File: src/rtl/sync_fire_ctrl.sv
// -----------------------------------------------------------------------------
// sync_fire_ctrl
//
// Sequencer for one two-source synchronization unit (the Nack-token wait/sync
// stage in front of a two-operand ALU). It accepts a stream configuration,
// drives Active/En_A/En_B into the sync unit, counts synchronized firings and
// issues the Release token on completion, abort or stall-watchdog expiry.
//
// Optional build macro: SYNC_FIRE_PERF_EN
//   defined   -> O_Stall_Cycles is a saturating count of stalled RUN cycles
//   undefined -> O_Stall_Cycles is tied to 0 (the port exists in both builds)
//
// Ports
//   clock, reset          clock; synchronous active-high reset
//   I_Cfg_Valid           configuration request
//   I_Cfg_En_A/B          source enables in the configuration
//   I_Cfg_Len             firings in the stream (0 is illegal)
//   I_Cfg_Timeout         stall limit in cycles (0 disables the watchdog)
//   I_Abort               early termination request
//   I_Valid_A/B           valid tokens from the two sources
//   I_Nack_A/B            Nack tokens returned by the sync unit
//   O_Cfg_Ack             configuration accepted (combinational)
//   O_Active, O_En_A/B    registered controls into the sync unit
//   O_Fire                synchronized firing this cycle (combinational)
//   O_Rls                 Release token (one-cycle RELEASE state)
//   O_Done                normal-completion pulse, coincident with O_Rls
//   O_Busy                controller is not IDLE
//   O_Count               firings completed in the current/last stream
//   O_Stall_Err           sticky: watchdog terminated the last stream
//   O_Stall_Cycles        stall performance counter
// -----------------------------------------------------------------------------
module sync_fire_ctrl #(
  parameter int CNT_WIDTH = 16,
  parameter int TO_WIDTH  = 8
) (
  input  logic                 clock,
  input  logic                 reset,
  input  logic                 I_Cfg_Valid,
  input  logic                 I_Cfg_En_A,
  input  logic                 I_Cfg_En_B,
  input  logic [CNT_WIDTH-1:0] I_Cfg_Len,
  input  logic [TO_WIDTH-1:0]  I_Cfg_Timeout,
  input  logic                 I_Abort,
  input  logic                 I_Valid_A,
  input  logic                 I_Valid_B,
  input  logic                 I_Nack_A,
  input  logic                 I_Nack_B,
  output logic                 O_Cfg_Ack,
  output logic                 O_Active,
  output logic                 O_En_A,
  output logic                 O_En_B,
  output logic                 O_Fire,
  output logic                 O_Rls,
  output logic                 O_Done,
  output logic                 O_Busy,
  output logic [CNT_WIDTH-1:0] O_Count,
  output logic                 O_Stall_Err,
  output logic [TO_WIDTH-1:0]  O_Stall_Cycles
);

  typedef enum logic [1:0] {
    IDLE    = 2'd0,
    RUN     = 2'd1,
    RELEASE = 2'd2
  } state_t;

  state_t state, next_state;

  logic [CNT_WIDTH-1:0] len_q;
  logic [TO_WIDTH-1:0]  timeout_q;
  logic [TO_WIDTH-1:0]  stall_cnt;
  logic [TO_WIDTH-1:0]  stall_inc;

  logic cfg_legal;
  logic stall_evt;
  logic last_fire;
  logic timeout_hit;

  // Next values of the registered outputs, decoded from next_state.
  logic active_d, en_a_d, en_b_d, rls_d, done_d, busy_d;

  // ---------------------------------------------------------------------------
  // Combinational handshakes and events
  // ---------------------------------------------------------------------------
  assign cfg_legal = (I_Cfg_Len != '0) & (I_Cfg_En_A | I_Cfg_En_B);
  assign O_Cfg_Ack = (state == IDLE) & I_Cfg_Valid & cfg_legal;

  // A disabled source is satisfied only while its valid is low.
  assign O_Fire = O_Active & ~(O_En_A ^ I_Valid_A) & ~(O_En_B ^ I_Valid_B)
                & ~I_Nack_A & ~I_Nack_B;

  assign stall_evt = (state == RUN) & (I_Nack_A | I_Nack_B) & ~O_Fire;
  assign stall_inc = (&stall_cnt) ? stall_cnt : stall_cnt + 1'b1;

  // len_q is never 0 while RUN, so len_q-1 cannot underflow in use.
  assign last_fire = O_Fire & (O_Count == len_q - 1'b1);

  // The watchdog compares against the value the stall counter is about to
  // take, so Timeout=N terminates on the N-th consecutive stalled cycle.
  assign timeout_hit = stall_evt & (timeout_q != '0) & (stall_inc == timeout_q);

  // ---------------------------------------------------------------------------
  // FSM: state register
  // ---------------------------------------------------------------------------
  // NOTE: sequential state uses non-blocking assignments so every flop samples
  // pre-edge values regardless of process ordering.
  always_ff @(posedge clock) begin
    if (reset) state <= IDLE;
    else       state <= next_state;
  end

  // ---------------------------------------------------------------------------
  // FSM: next-state logic (priority: last fire > abort > timeout)
  // ---------------------------------------------------------------------------
  // NOTE: every combinational output is assigned a default first, so no path
  // leaves it unassigned and no latch is inferred.
  always_comb begin
    next_state = state;
    unique case (state)
      IDLE:    if (O_Cfg_Ack) next_state = RUN;
      RUN:     if (last_fire | I_Abort | timeout_hit) next_state = RELEASE;
      RELEASE: next_state = IDLE;
      default: next_state = IDLE;
    endcase
  end

  // ---------------------------------------------------------------------------
  // FSM: output logic (values registered on the next edge)
  // ---------------------------------------------------------------------------
  always_comb begin
    active_d = (next_state == RUN);
    en_a_d   = 1'b0;
    en_b_d   = 1'b0;
    if (next_state == RUN) begin
      en_a_d = (state == IDLE) ? I_Cfg_En_A : O_En_A;
      en_b_d = (state == IDLE) ? I_Cfg_En_B : O_En_B;
    end
    rls_d  = (next_state == RELEASE);
    // Last fire wins over abort/timeout, so Done marks normal completion only.
    done_d = (state == RUN) & last_fire;
    busy_d = (next_state != IDLE);
  end

  // ---------------------------------------------------------------------------
  // Registered outputs and counters
  // ---------------------------------------------------------------------------
  always_ff @(posedge clock) begin
    if (reset) begin
      O_Active    <= 1'b0;
      O_En_A      <= 1'b0;
      O_En_B      <= 1'b0;
      O_Rls       <= 1'b0;
      O_Done      <= 1'b0;
      O_Busy      <= 1'b0;
      O_Count     <= '0;
      O_Stall_Err <= 1'b0;
      stall_cnt   <= '0;
    end else begin
      O_Active <= active_d;
      O_En_A   <= en_a_d;
      O_En_B   <= en_b_d;
      O_Rls    <= rls_d;
      O_Done   <= done_d;
      O_Busy   <= busy_d;

      if (O_Cfg_Ack) begin
        O_Count     <= '0;
        O_Stall_Err <= 1'b0;
        stall_cnt   <= '0;
      end else if (state == RUN) begin
        if (O_Fire) begin
          O_Count   <= O_Count + 1'b1;
          stall_cnt <= '0;
        end else if (stall_evt) begin
          stall_cnt <= stall_inc;
        end
        if (timeout_hit & ~I_Abort) O_Stall_Err <= 1'b1;
      end
    end
  end

  // NOTE: the configuration holding registers carry no reset; they are only
  // read in RUN, which is reachable solely through an ack that loads them.
  always_ff @(posedge clock) begin
    if (O_Cfg_Ack) begin
      len_q     <= I_Cfg_Len;
      timeout_q <= I_Cfg_Timeout;
    end
  end

  // ---------------------------------------------------------------------------
  // Optional stall performance counter
  // ---------------------------------------------------------------------------
`ifdef SYNC_FIRE_PERF_EN
  logic [TO_WIDTH-1:0] perf_cnt;

  always_ff @(posedge clock) begin
    if (reset) begin
      perf_cnt <= '0;
    end else if (O_Cfg_Ack) begin
      perf_cnt <= '0;
    end else if (stall_evt & ~(&perf_cnt)) begin
      perf_cnt <= perf_cnt + 1'b1;
    end
  end

  assign O_Stall_Cycles = perf_cnt;
`else
  assign O_Stall_Cycles = '0;
`endif

endmodule

File: config.mk
export PLATFORM = sky130hd
export DESIGN_NAME = sync_fire_ctrl
export DESIGN_NICKNAME = d
export VERILOG_FILES = /design/src/rtl/sync_fire_ctrl.sv
export SDC_FILE = /design/constraint.sdc
export NUM_CORES = 1
export LEC_CHECK = 0
export CORE_AREA = 10 10 95 97
export CTS_CLUSTER_SIZE = 10
export DETAILED_ROUTE_END_ITERATION = 16
export DIE_AREA = 0 0 105 107
export PLACE_DENSITY = 0.74
export SLEW_MARGIN = 20
export SYNTH_ARGS = -nofsm -noshare
export SYNTH_HDL_FRONTEND = slang
export SYNTH_SLANG_ARGS = --single-unit
File: constraint.sdc
create_clock -name clock -period 2.8 [get_ports clock]
set_input_delay 0.28 -clock clock [delete_from_list [all_inputs] [get_ports clock]]
set_output_delay 0.28 -clock clock [all_outputs]
set_load 0.005 [all_outputs]
Run 1, routing congestion map:
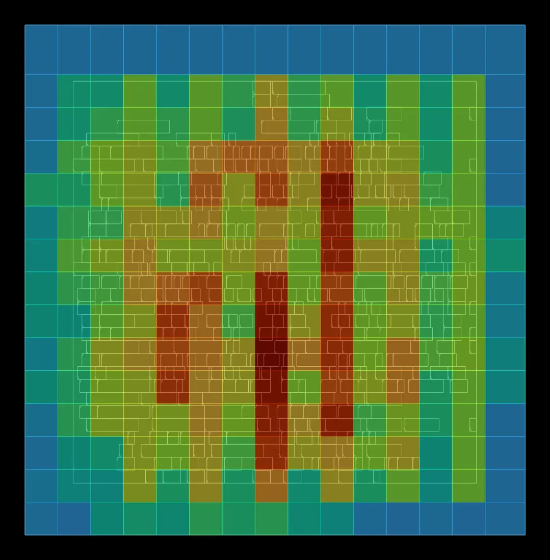
met1 layer usage reported by global route: 19.2%
global routing's busiest layer: met2
Post-Route Utilization: 59.7%
met2 track demand over resource: 22.5%
routing usage on met3: 4.43%

Run 1, layout detail:
Window x 38 to 68, y 17 to 47 µm. Cells in grey, sequential cells in the stronger grey; small squares are vias.
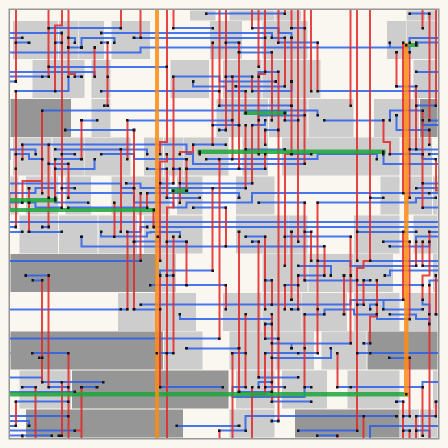
red -> M2
blue -> M1
green -> M3
orange -> M4
netlist names of flops here include = len_q (4), O_Count (2)
cells with their middle in the window = 69
sequential cells in the window = 6
most frequent = buf_4 (10), xor2_1 (7), nor2_1 (5)

==> PnR_summary.wiki, run 1 <==
== Metrics ==
{| class="wikitable"
! Metric !! Value
|-
| Outcome || finished, violations left
|-
| Violated checks || setup timing
|-
| Worst IR Drop VDD || 300 µV
|-
| Most instantiated logic cells after routing || 58 x sky130_fd_sc_hd__clkdlybuf4s50_1, 42 x sky130_fd_sc_hd__nor2_1, 33 x sky130_fd_sc_hd__dfxtp_1
|-
| Global placement routability congestion || 0.907
|-
| Clock Power Share || 42.3%
|-
| Xor+xnor area frac || 11.2%
|-
| NumNets Final || 460
|-
| Slew of the pin with the lowest slew margin || 0.532 ns
|-
| Smallest hold slack || 0.498 ns
|-
| Total design power || 0.00199 W
|-
| Total Routing Usage GR || 14.9%
|-
| Unique cell type count in the Yosys netlist || 57
|-
| Via density || 5.46
|-
| Arithmetic-cell share of the synthesized area counting full adders, half adders and majority gates || 1.18%
|-
| Count of buffering cells on the critical path with inverters included || 0
|-
| Fraction of synthesized cell area taken by the top area cell type || 22.7%
|-
| Final setup skew || 0.0114 ns
|-
| Average routed wire per standard cell || 16.0 µm
|-
| Maximum capacitance violations || 0
|-
| Maximum root-to-sink buffer count || 2
|-
| Library cell with the highest instance count after synthesis || sky130_fd_sc_hd__nor2_1
|-
| Hold worst-path end || timeout_q[1]
|-
| Antenna diodes || 0
|-
| Yosys Instances || 342
|-
| Routed wire length || 8.43 mm
|-
| Setup Total Neg Slack || -1.31 ns
|-
| Clock root buffer || sky130_fd_sc_hd__clkbuf_8
|-
| Cell seen most often among critical-path stages || sky130_fd_sc_hd__or4_4
|-
| YS chip area || 0.00318 mm²
|-
| Num CTS Buffers || 9
|-
| Multiplexer share of the synthesized area || 2.87%
|-
| Iteration tally of the first detailed-router pass || 5
|-
| Largest area contributor in the synthesized netlist || sky130_fd_sc_hd__edfxtp_1
|-
| Worst Setup Slack, final || -0.227 ns
|-
| Maximum single-stage delay on the critical path || 0.55 ns
|-
| Area inside the core boundary || 0.00714 mm²
|-
| Vertical die dimension || 107 µm
|-
| Clock sink total || 57
|-
| Capture point of the worst path || O_Rls
|-
| Initial core utilization || 44.5%
|-
| Clock insertion delay at the later pin of the skew report || 0.34 ns
|-
| Critical path startpoint category || register
|-
| Critical register-to-register path endpoint || O_Rls
|-
| Pre-CTS setup slack || -0.217 ns
|-
| Setup slack of the worst register-to-register path || -0.23 ns
|-
| Worst reg2reg startpoint || len_q[12]
|-
| Number of instances in the synthesized netlist || 342
|-
| Reported leakage power || 1.48 nW
|-
| Levels on crit path || 7
|-
| Switch share || 22.8%
|-
| Relative slew slack || 64.5%
|-
| Total standard cell area after synthesis || 0.00318 mm²
|-
| Yosys aoi share || 12.6%
|-
| Tool warnings || 29
|-
| Slowest stage cell on the critical path || sky130_fd_sc_hd__or4_4
|-
| Count of vias placed by the detailed router || 2,877
|-
| Maximum fanout along the worst path || 3
|-
| Count of instances resized after the clock tree is built || 3
|-
| Total half-perimeter wirelength after legalization and detailed placement || 6.57 mm
|-
| Worst Reg2Reg Path Length in Cells || 7
|-
| Count of buffers added by post-CTS timing repair for setup || 0
|-
| Synthesized flop and latch total || 57
|-
| Number of buffers added to fix hold violations after cts || 0
|-
| Power density normalized to cell area || 467 mW/mm²
|-
| Total count of hold-check failures in the final report || 0
|-
| Overall chip area || 0.0112 mm²
|-
| RSZ-0062 raised after global routing || true
|-
| Top cell types by occurrence after synthesis || 42 x sky130_fd_sc_hd__nor2_1, 33 x sky130_fd_sc_hd__dfxtp_1, 24 x sky130_fd_sc_hd__edfxtp_1, 20 x sky130_fd_sc_hd__nand3_1, 20 x sky130_fd_sc_hd__xor2_1
|-
| Placed cells || 511
|-
| Fraction of final layout cells sized beyond drive strength 1 || 13.8%
|-
| Leading post-synthesis cells by cell area || sky130_fd_sc_hd__edfxtp_1 23%, sky130_fd_sc_hd__dfxtp_1 21%, sky130_fd_sc_hd__xor2_1 5.5%
|-
| Sort of element at the end of the critical path || register
|-
| Share of power burned in registers || 46.5%
|-
| Post-synthesis simple-gate area fraction || 23.8%
|-
| Startpoint of the lowest-slack hold path || I_Cfg_Timeout[1]
|-
| Arrival time of the worst setup path || 3.27 ns
|-
| Number of max-slew violations in the final report || 0
|-
| Async set-or-reset flop fraction in the synthesized netlist || 0%
|-
| Most instantiated logic cell after routing || sky130_fd_sc_hd__clkdlybuf4s50_1
|-
| Count of flip-flops with a built-in enable after synthesis || 24
|-
| Sum of overflow across all layers after global routing || 0
|-
| Synth Seq Share || 43.4%
|-
| Via count of the first global-routing pass || 2,798
|-
| WHS Path Cells || 1
|-
| Critical path's top delay family || simple AND/OR/NAND/NOR gates
|-
| Worst EP required || 3.04 ns
|-
| Cell Int Power || 0.00154 W
|-
| Start point of the critical path || len_q[12]
|-
| Total met3 wirelength after detailed routing || 573 µm
|-
| TritonCTS clock tree || yes
|-
| Final setup violation count || 7
|-
| Sum of routed wire segments on met1 || 4.10 mm
|-
| Final cell count without fillers || 527
|-
| Fmax || 330 MHz
|-
| CTS HTree Levels || 3
|-
| Final worst-path cycle share || 108%
|-
| Number of design rule violations left after detail routing || 0
|-
| Top-level port count || 67
|-
| Dominant combinational family || simple AND/OR/NAND/NOR gates
|-
| Highest metal layer with signal wires || met4
|-
| Net Sw Power || 0.000452 W
|-
| Clock period minus worst slack || 3.03 ns
|-
| Primary FF master, synth || sky130_fd_sc_hd__dfxtp_1
|-
| Area after detailed placement || 0.00402 mm²
|-
| Tally of nets with antenna violations remaining after routing || 0
|-
| Detailed-routed wire length on met2 || 3.60 mm
|-
| Number of antenna violations at the first check in global routing || 0
|-
| Pin count of the biggest net entering global routing || 25
|-
| Final instance area || 0.00426 mm²
|-
| Hold WC Path Type || in -> reg
|-
| Layout-stage area growth over the synthesis result || 33.9%
|-
| PortBufs || 58
|-
| Standard-cell row count || 31
|-
| CTS clock-pin slew for the worst setup and hold paths || 0.07 ns
|-
| Ordered cell list for the critical path || or4_4 -> or4_4 -> or4_4 -> a2111oi_4 -> o2111ai_2 -> or3_4 -> a311oi_2
|-
| Worst Path Class, Setup || reg -> reg
|-
| Share of power burned in combinational logic || 11.2%
|}
Run 1, selected gate families:
(6 px per µm)
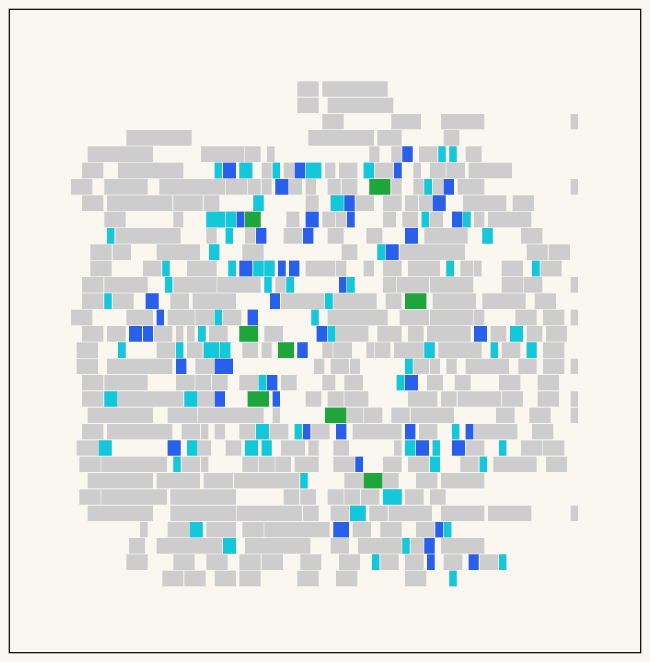
cyan -> nor cells  # cells 71
blue -> nand cells  # cells 48
green -> non-inverting ao/oa cells  # cells 8, where centre

-- run 1: power by group through the flow --
stage	Clock [W]	Sequential (W)	Combinational (W)
after CTS	0.000857	0.000923	0.000222
final	0.000840	0.000924	0.000223
after detailed placement	0	0.000942	0.000220
after global routing	0.000892	0.000927	0.000244
after global placement	0	0.000940	0.000216
after floorplan	0	0.000939	0.000114
-- run 1: flip-flops by register name, summed over array words and instances (netlist names) --
register / flops
O_Active: 1
O_Done: 1
O_Rls: 1
len_q: 16
O_En_B: 1
state: 2
stall_cnt: 8
O_Busy: 1
O_Stall_Err: 1
O_En_A: 1
O_Count: 16
timeout_q: 8
-- run 1: cell type report --
type	count	area [µm²]
repair buffers	85	783
multi-input cells	260	1710
clock buffers	10	138
well taps	99	124
flip-flops and latches	57	1380
inverters	10	37.5
fillers	651	2880
clock inverters	6	81.3
## Run 2: what changed since run 1
--- a/config.mk
+++ b/config.mk
@@ -5,11 +5,12 @@
 export SDC_FILE = /design/constraint.sdc
 export NUM_CORES = 1
 export LEC_CHECK = 0
-export CORE_AREA = 10 10 95 97
+export CORE_AREA = 10 10 93 95
+export CTS_BUF_LIST = sky130_fd_sc_hd__clkbuf_2 sky130_fd_sc_hd__clkbuf_4 sky130_fd_sc_hd__clkbuf_8
 export CTS_CLUSTER_SIZE = 10
 export DETAILED_ROUTE_END_ITERATION = 16
-export DIE_AREA = 0 0 105 107
-export PLACE_DENSITY = 0.74
+export DIE_AREA = 0 0 103 105
+export PLACE_DENSITY = 0.77
 export SLEW_MARGIN = 20
 export SYNTH_ARGS = -nofsm -noshare
 export SYNTH_HDL_FRONTEND = slang
Run 2, routing congestion map:
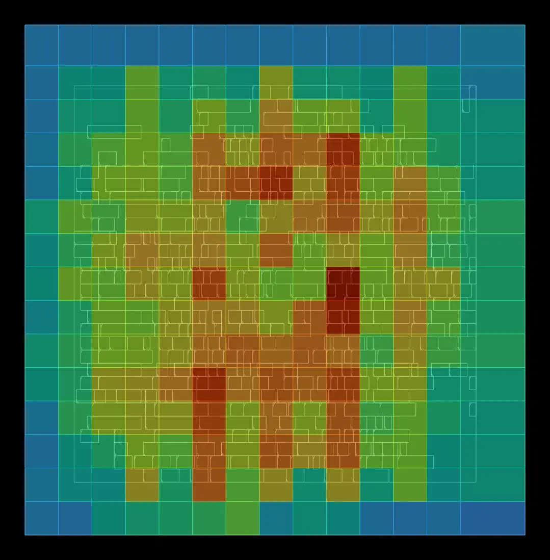
met1 layer usage reported by global route: 20.7%
met2 track demand over resource: 22.2%
routing usage on met3: 4.81%

==> run 2 against run 1 <==
Net effect: the flow still finishes with violations (setup timing); sequential cell count is the same; clock skew decreased by 0.0029 ns; sequential share of layout area rose by 0.62 points; sequential power is essentially flat; cell area decreased by 1.9%; power shrank 11%; hold slack got worse by 0.00086 ns; combinational power about the same; first-iteration DRC count fell by 34%; non-clock buffer count unchanged.
==> PnR_summary.wiki, run 2 <==
== Metrics ==
{| class="wikitable"
! Metric !! Value
|-
| Antenna diodes || 0 (unchanged)
|-
| Worst Reg2Reg Path Length in Cells || 7 (unchanged)
|-
| Largest area contributor in the synthesized netlist || sky130_fd_sc_hd__edfxtp_1
|-
| Via count of the first global-routing pass || 2,648 (-5.4%)
|-
| Worst reg2reg startpoint || len_q[12]
|-
| Post-synthesis simple-gate area fraction || 23.8% (unchanged)
|-
| Sort of element at the end of the critical path || register
|-
| Top flop regs || O_Count x16, len_q x16
|-
| Final setup violation count || 7 (unchanged)
|-
| Clock sink total || 57 (unchanged)
|-
| Total count of hold-check failures in the final report || 0 (unchanged)
|-
| Worst IR Drop VDD || 439 µV (+46%)
|-
| Share of power burned in registers || 52.2% (+5.7 points)
|-
| WHS Path Cells || 1 (unchanged)
|-
| DR iter-0 viols || 157
|-
| Total half-perimeter wirelength after legalization and detailed placement || 6.54 mm (-0.41%)
|-
| Critical path's top delay family || simple AND/OR/NAND/NOR gates
|-
| Maximum root-to-sink buffer count || 2 (unchanged)
|-
| Worst Path Class, Setup || reg -> reg
|-
| CTS clock-pin slew for the worst setup and hold paths || 0.07 ns (about the same)
|-
| Worst EP required || 3.04 ns (about the same)
|-
| Hold WC Path Type || in -> reg
|-
| Top cell types by occurrence after synthesis || 42 x sky130_fd_sc_hd__nor2_1, 33 x sky130_fd_sc_hd__dfxtp_1, 24 x sky130_fd_sc_hd__edfxtp_1, 20 x sky130_fd_sc_hd__nand3_1, 20 x sky130_fd_sc_hd__xor2_1
|-
| Setup slack of the worst register-to-register path || -0.21 ns (+0.02 ns)
|-
| Iteration tally of the first detailed-router pass || 4 (-1)
|-
| Outcome || finished, violations left
|-
| Global-route wire length before repair || 13.2 mm
|-
| Number of design rule violations left after detail routing || 0 (unchanged)
|-
| Async set-or-reset flop fraction in the synthesized netlist || 0% (unchanged)
|-
| Relative slew slack || 63.8% (-0.71 points)
|-
| Top-level port count || 67 (unchanged)
|-
| Sum of overflow across all layers after global routing || 0 (unchanged)
|-
| Die Wd || 103 µm
|-
| Final cell count without fillers || 508 (-3.6%)
|-
| Slowest stage cell on the critical path || sky130_fd_sc_hd__or4_4
|-
| Via density || 5.55 (+1.7%)
|-
| Standard-cell row count || 30 (-3.2%)
|-
| Critical path startpoint category || register
|-
| Pin count of the biggest net entering global routing || 25 (unchanged)
|-
| Overall chip area || 0.0108 mm² (-3.7%)
|-
| Count of vias placed by the detailed router || 2,821 (-1.9%)
|-
| Maximum capacitance violations || 0 (unchanged)
|-
| Maximum single-stage delay on the critical path || 0.55 ns (about the same)
|-
| CTS HTree Levels || 3 (unchanged)
|-
| Unique cell type count in the Yosys netlist || 57 (unchanged)
|-
| RSZ-0062 raised after global routing || true
|-
| Maximum fanout along the worst path || 3 (unchanged)
|-
| Fraction of final layout cells sized beyond drive strength 1 || 13.8% (unchanged)
|-
| Ordered cell list for the critical path || or4_4 -> or4_4 -> or4_4 -> a2111oi_4 -> o2111ai_2 -> or3_4 -> a311oi_1
|-
| Final instance area || 0.00418 mm² (-1.9%)
|-
| Fraction of synthesized cell area taken by the top area cell type || 22.7% (unchanged)
|-
| Reported leakage power || 1.45 nW (-2.2%)
|-
| Capture point of the worst path || state[1]
|-
| Startpoint of the lowest-slack hold path || I_Cfg_Timeout[3]
|-
| Setup Total Neg Slack || -1.14 ns (+0.165 ns)
|-
| Area after detailed placement || 0.00400 mm² (-0.59%)
|-
| Number of antenna violations at the first check in global routing || 0 (unchanged)
|-
| Layout-stage area growth over the synthesis result || 31.4%
|-
| Average routed wire per standard cell || 16.2 µm (+1.0%)
|-
| Placed cells || 492 (-3.7%)
|-
| Switch share || 25.0% (+2.3 points)
|-
| Yosys warns || 0
|-
| Post-Route Utilization || 61.8% (+2.2 points)
|-
| Power density normalized to cell area || 423 mW/mm² (-9.4%)
|-
| Violated checks || setup timing
|-
| Leading post-synthesis cells by cell area || sky130_fd_sc_hd__edfxtp_1 23%, sky130_fd_sc_hd__dfxtp_1 21%, sky130_fd_sc_hd__xor2_1 5.5%
|-
| Number of instances in the synthesized netlist || 342 (unchanged)
|-
| Arithmetic-cell share of the synthesized area counting full adders, half adders and majority gates || 1.18% (unchanged)
|-
| Primary FF master, synth || sky130_fd_sc_hd__dfxtp_1
|-
| Tool warnings || 29 (unchanged)
|-
| Worst Setup Slack, final || -0.208 ns (+0.0191 ns)
|-
| Total design power || 0.00177 W (-11%)
|-
| Number of buffers added to fix hold violations after cts || 0 (unchanged)
|-
| Cell seen most often among critical-path stages || sky130_fd_sc_hd__or4_4
|-
| Tally of nets with antenna violations remaining after routing || 0 (unchanged)
|-
| Routed wire length || 8.21 mm (-2.6%)
|-
| Critical register-to-register path endpoint || state[1]
|-
| Slew of the pin with the lowest slew margin || 0.543 ns (+0.0106 ns)
|-
| Clock Power Share || 35.3% (-7.0 points)
|-
| Clock period minus worst slack || 3.01 ns (-0.0191 ns)
|-
| Hold worst-path end || timeout_q[3]
|-
| PortBufs || 58 (unchanged)
|-
| Start point of the critical path || len_q[12]
|-
| Fmax || 332 MHz (+0.64%)
|-
| Global placement routability congestion || 0.896 (-1.2%)
|-
| Synthesized flop and latch total || 57 (unchanged)
|-
| Yosys Instances || 342 (unchanged)
|-
| Clock root buffer || sky130_fd_sc_hd__clkbuf_8
|-
| Area inside the core boundary || 0.00676 mm² (-5.3%)
|-
| Count of buffers added by post-CTS timing repair for setup || 0 (unchanged)
|-
| Xor+xnor area frac || 11.2% (unchanged)
|-
| Share of power burned in combinational logic || 12.5% (+1.3 points)
|-
| Total Routing Usage GR || 15.3% (+0.42 points)
|-
| Vertical die dimension || 105 µm (-1.9%)
|-
| Initial core utilization || 47.1% (+2.5 points)
|-
| Number of max-slew violations in the final report || 0 (unchanged)
|-
| Library cell with the highest instance count after synthesis || sky130_fd_sc_hd__nor2_1
|-
| Count of buffering cells on the critical path with inverters included || 0 (unchanged)
|-
| Synth Seq Share || 43.4% (unchanged)
|-
| Yosys aoi share || 12.6% (unchanged)
|-
| Num CTS Buffers || 9 (unchanged)
|-
| Count of flip-flops with a built-in enable after synthesis || 24 (unchanged)
|-
| Final setup skew || 0.00851 ns (-0.00290 ns)
|-
| Total standard cell area after synthesis || 0.00318 mm² (unchanged)
|-
| Most instantiated logic cells after routing || 58 x sky130_fd_sc_hd__clkdlybuf4s50_1, 42 x sky130_fd_sc_hd__nor2_1, 33 x sky130_fd_sc_hd__dfxtp_1
|-
| Final worst-path cycle share || 107% (-0.68 points)
|-
| Clock insertion delay at the later pin of the skew report || 0.33 ns (about the same)
|-
| Cell Int Power || 0.00132 W (-14%)
|-
| Pre-CTS setup slack || -0.197 ns (+0.0197 ns)
|-
| Levels on crit path || 7 (unchanged)
|-
| Net Sw Power || 0.000443 W (-2.1%)
|-
| Multiplexer share of the synthesized area || 2.87% (unchanged)
|-
| Dominant combinational family || simple AND/OR/NAND/NOR gates
|-
| TritonCTS clock tree || yes
|-
| Most instantiated logic cell after routing || sky130_fd_sc_hd__clkdlybuf4s50_1
|-
| Count of instances resized after the clock tree is built || 1 (-2)
|-
| NumNets Final || 460 (unchanged)
|-
| Mean area per synthesized cell || 9.30 µm²
|-
| Arrival time of the worst setup path || 3.25 ns (-0.02 ns)
|-
| YS chip area || 0.00318 mm² (unchanged)
|-
| Smallest hold slack || 0.497 ns (-0.000861 ns)
|}
## run 2: per-layer routing
layer | track usage (%) | vias up | part of all wire, %
met1 | 20.7 | 1323 | 49
li1 | - | 1404 | -
met3 | 4.81 | 8 | 7.0
met4 | 5.37 | 0 | 1.3
met2 | 22.2 | 86 | 43
met5 | 0 | - | 0
## run 2: final cells by class
cell class,count,area [µm²]
sequential,57,1380
inverter,10,37.5
clock inverter,7,37.5
multi-input combinational,260,1710
clock buffer,9,124
tap,80,100
fill,575,2580
timing repair buffer,85,783
## run 2: power by group through the flow
stage,clock network [W],registers [W],logic (W)
finish,0.000624,0.000923,0.000220
global placement,0,0.000940,0.000214
floorplan,0,0.000939,0.000114
CTS,0.000636,0.000923,0.000219
detailed placement,0,0.000941,0.000218
global route,0.000679,0.000927,0.000243
Power is estimated from default activity; no workload was simulated.
